Run 1, M3 wires:
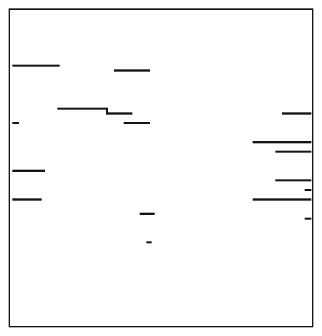
Run 1, signal wires on met1:
The bar under the picture is 10 um long.
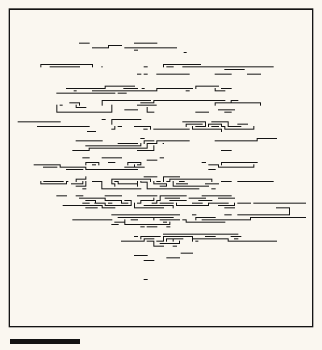
Run 1, wires at chosen ports, followed through buffers:
The bar under the picture is 10 um long.
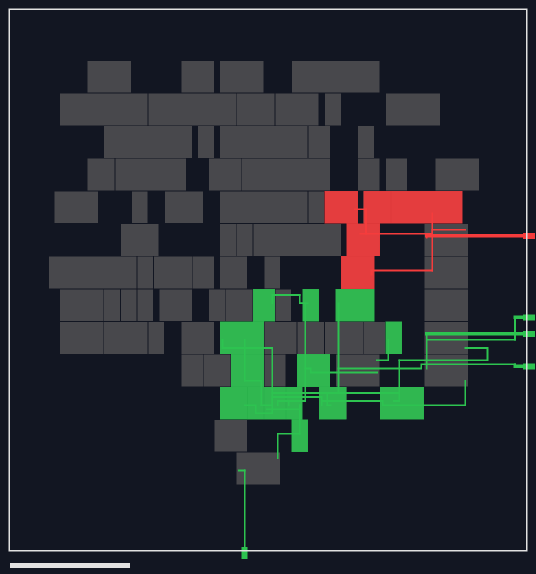
$ cat src/rtl/prio_arb_rr.sv
// Registered N-way arbiter with runtime fixed-priority / round-robin mode.
// A grant is held until acked or withdrawn by its requester.

module prio_arb_rr_lane #(
    parameter int IW  = 2,
    parameter int IDX = 0
) (
    input  logic [IW-1:0] start,
    input  logic          req,
    output logic          hi_req
);
    // Request at or above the round-robin start position.
    assign hi_req = req & (IW'(IDX) >= start);
endmodule

module prio_arb_rr #(
    parameter int N  = 4,
    parameter int IW = $clog2(N)
) (
    input  logic          clk,
    input  logic          rst,
    input  logic [N-1:0]  req,
    input  logic          mode,
    input  logic          ack,
    output logic [IW-1:0] gnt_idx,
    output logic [N-1:0]  gnt_oh,
    output logic          valid
);
    typedef struct packed {
        logic          valid;
        logic [IW-1:0] idx;
        logic [N-1:0]  oh;
    } grant_t;

    logic [IW-1:0] ptr;
    logic [IW-1:0] idx_inc;
    logic [IW-1:0] start;
    logic [N-1:0]  hi_req;
    logic [IW-1:0] pick;
    logic          hold;
    logic          rel;
    grant_t        nxt;

    function automatic logic [IW-1:0] lowest(input logic [N-1:0] v);
        lowest = '0;
        for (int i = N - 1; i >= 0; i--)
            if (v[i]) lowest = IW'(i);
    endfunction

    assign hold    = valid & ~ack & req[gnt_idx];
    assign rel     = valid & ack;
    // Explicit wrap so non-power-of-two N never yields an index >= N.
    assign idx_inc = (gnt_idx == IW'(N - 1)) ? '0 : gnt_idx + 1'b1;
    assign start   = rel ? idx_inc : ptr;

    for (genvar i = 0; i < N; i++) begin : g_lane
        prio_arb_rr_lane #(.IW(IW), .IDX(i)) u_lane (
            .start  (start),
            .req    (req[i]),
            .hi_req (hi_req[i])
        );
    end

    // Round-robin: first request at/after start, else wrap to lowest overall.
    always_comb begin
        pick = lowest(req);
        if (mode && |hi_req) pick = lowest(hi_req);
        nxt = '0;
        if (|req) begin
            nxt.valid = 1'b1;
            nxt.idx   = pick;
            nxt.oh    = N'(1) << pick;
        end
    end

    always_ff @(posedge clk) begin
        if (rst) begin
            valid   <= 1'b0;
            gnt_idx <= '0;
            gnt_oh  <= '0;
            ptr     <= '0;
        end else if (!hold) begin
            valid   <= nxt.valid;
            gnt_idx <= nxt.idx;
            gnt_oh  <= nxt.oh;
            if (rel) ptr <= idx_inc;
        end
    end
endmodule

$ cat config.mk
export PLATFORM = sky130hd
export DESIGN_NAME = prio_arb_rr
export DESIGN_NICKNAME = d
export VERILOG_FILES = /design/src/rtl/prio_arb_rr.sv
export SDC_FILE = /design/constraint.sdc
export NUM_CORES = 1
export LEC_CHECK = 0
export CORE_AREA = 3 3 40 42
export DETAILED_ROUTE_END_ITERATION = 8
export DIE_AREA = 0 0 43 45
export PLACE_DENSITY = 0.76
export REMOVE_ABC_BUFFERS = 1
export SYNTH_ARGS = -nofsm -noshare
export SYNTH_HDL_FRONTEND = slang
export SYNTH_SLANG_ARGS = --single-unit
export TNS_END_PERCENT = 50
$ cat constraint.sdc
create_clock -name clk -period 4.1 [get_ports clk]
set_clock_uncertainty 0.2 [all_clocks]
set_input_delay 0.82 -clock clk [delete_from_list [all_inputs] [get_ports clk]]
set_output_delay 0.82 -clock clk [all_outputs]
set_load 0.005 [all_outputs]
==> Implementation_results.wiki, run 1 <==
== Flow metrics ==
{| class="wikitable"
! Metric !! Value
|-
| R2R Setup Slk || 1.78 ns
|-
| Initial drt markers || 13
|-
| Net load switching power || 65.8 uW
|-
| Fill cell count || 128
|-
| Mean Syn Cell Area || 8.15 um^2
|-
| Fraction of final layout cells sized beyond drive strength 1 || 8.43%
|-
| Switching fraction of total power || 29.0%
|-
| Pre-CTS worst setup slack || 1.05 ns
|-
| Post-route setup slack || 1.30 ns
|-
| Die extent in y || 45 um
|-
| Ys flop type || sky130_fd_sc_hd__dfxtp_1
|-
| Path type of the worst min-delay path || reg2reg
|-
| Deepest clock path buffer count || 2
|-
| Synth mux share || 1.86%
|-
| Number of logic gates || 49
|-
| Synth Seq Share || 33.5%
|-
| Power density over cell area || 315 mW/mm^2
|-
| Routed length per instance || 12.6 um
|-
| Horizontal die dimension || 43 um
|-
| Run status || finished, final reports clean
|-
| Quantity of gates resized following cts || 0
|-
| Largest logic family || AND-OR/OR-AND gates
|-
| Count of standard-cell rows || 13
|}
-- 'M3 wires' (at the start) --
The longest straight run is 8.10 um. The layer carries 67.8 um of wire.
Post-Route WL: 1.24 mm
GRT met3 Usage: 2.39%
total vias in the final route: 542

-- 'signal wires on met1' (at the start) --
The layer holds 50% of the routed length. The layer carries 612 um of wire. The wires run mostly horizontal.

-- 'wires at chosen ports, followed through buffers' (at the start) --
req: in green, direction input, end cells 14, buffers 4, wire 152 um. ack: in red, direction input, end cells 5, buffers 1, wire 30.4 um.
ports placed on the boundary: 15
count of input and output buffers: 14

-- run 1: power groups by stage --
stage                     Sequential, mW  Clock (mW)  Combinational (mW)
after floorplan                    0.100           0              0.0290
after global placement             0.100           0              0.0553
after detailed placement           0.101           0              0.0555
after CTS                         0.0987      0.0715              0.0561
after global routing              0.0999      0.0736              0.0619
final                             0.0985      0.0726              0.0558
-- run 1: registers in the layout, indices dropped and copies added, names as in the netlist --
signal,cells
gnt_oh,4
ptr,2
valid,1
gnt_idx,2
-- run 1: cell usage in the layout (no fill, tap or decap), drive strengths merged, types with 2 or more instances in the layout --
cell type	n
clkdlybuf4s50	14
nor2	9
dfxtp	9
inv	7
a21oi	5
nand2b	4
o32ai	4
clkbuf	4
nand2	3
a21boi	2
nand3	2
o22ai	2
a21o	2
o21ai	2
Run 1, congestion heat map:
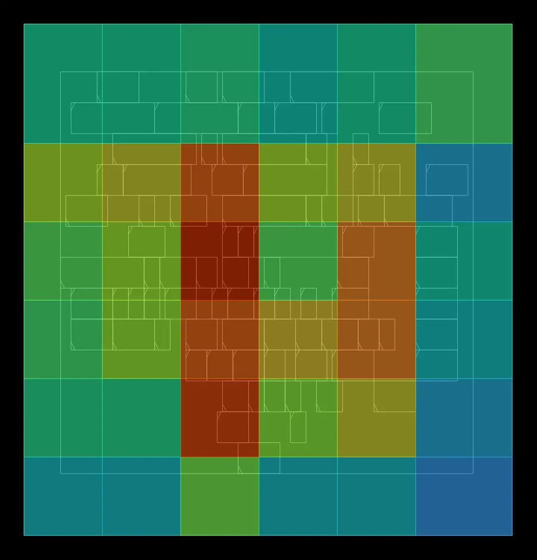

==> run 1 -> run 2 <==
clock period = 2.8 ns   (was 4.1 ns; I/O delays follow)
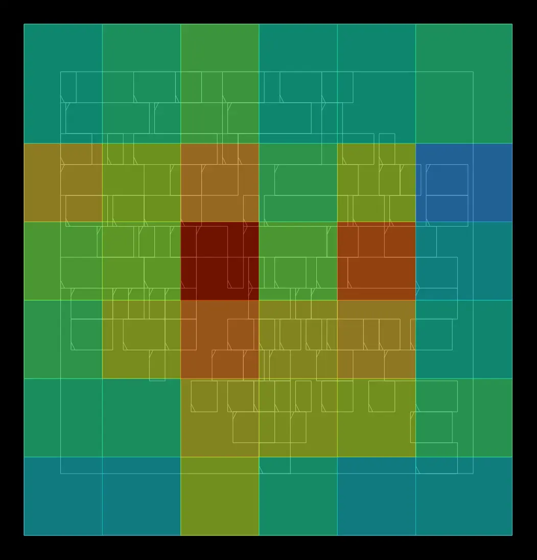
Run 2: congestion heat map
GR Util All Layers: 15.6%
met1 track demand over resource: 18.6%

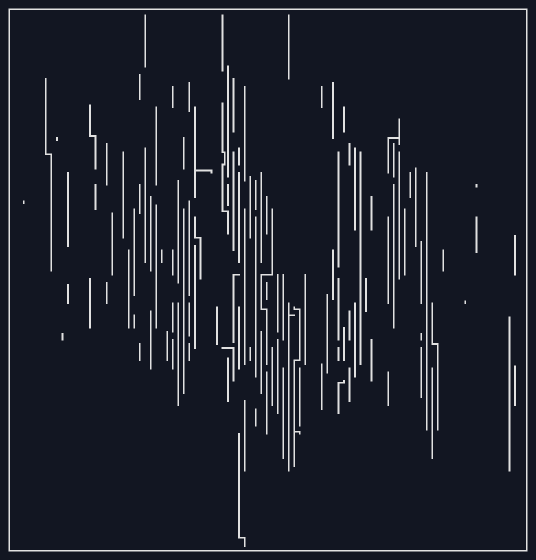
Run 2: met2 routing
The layer holds 48% of the routed length. The layer carries 660 um of wire. 88 nets have wire on it.

==> run 2 against run 1 <==
Net effect: final cell count up 5.1%; largest cell class unchanged; routed wire length up 10%; power up 46%; design area up 5.2%; worst setup slack worse by 1.1 ns.
==> Implementation_results.wiki, run 2 <==
== Flow metrics ==
{| class="wikitable"
! Metric !! Value
|-
| Fraction of final layout cells sized beyond drive strength 1 || 13.6% (+5.2 points)
|-
| Most frequent standard cell in the layout excluding fill and tap cells || sky130_fd_sc_hd__clkdlybuf4s50_1
|-
| Count of input and output buffers || 14 (unchanged)
|-
| Post-Route WL || 1.37 mm (+10%)
|-
| Mean Syn Cell Area || 8.15 um^2 (unchanged)
|-
| Count of standard-cell rows || 13 (unchanged)
|-
| Routed length per instance || 13.3 um (+5.1%)
|-
| Largest logic family || AND-OR/OR-AND gates
|-
| Ports placed on the boundary || 15 (unchanged)
|-
| Run status || finished, final reports clean
|-
| Number of flip-flops under the largest register name || 4 (unchanged)
|-
| Initial drt markers || 11 (-2)
|-
| Total vias in the final route || 572 (+5.5%)
|-
| Clock net power || 96.3 uW (+33%)
|-
| Power density over cell area || 438 mW/mm^2 (+39%)
|-
| Top logic cells by instance count in the layout || 14 x sky130_fd_sc_hd__clkdlybuf4s50_1, 9 x sky130_fd_sc_hd__nor2_1, 9 x sky130_fd_sc_hd__dfxtp_1
|-
| Pre-CTS worst setup slack || 0.00831 ns (-1.04 ns)
|-
| Power group with the largest share || sequential cells
|-
| Synth mux share || 1.86% (unchanged)
|-
| Net load switching power || 90.0 uW (+37%)
|-
| Biggest regs || gnt_oh: 4 flops, gnt_idx: 2 flops, ptr: 2 flops
|}
[run 2: cell types whose count changed in the layout (fill, tap and decap cells not counted)]
cell and delta:
sky130_fd_sc_hd__buf_4 +5
[run 2: worst register-to-register path, stage by stage, from the launching register on]
cell and delay (ns):
sky130_fd_sc_hd__dfxtp_1 0.38, sky130_fd_sc_hd__ha_1 0.22, sky130_fd_sc_hd__and4bb_4 0.36, sky130_fd_sc_hd__o22ai_1 0.10
sky130_fd_sc_hd__a221o_1 0.41, sky130_fd_sc_hd__a21o_1 0.21, sky130_fd_sc_hd__and2_4 0.17, sky130_fd_sc_hd__o32ai_2 0.22
Power figures rest on the tool's default switching activity, not on a simulated workload.
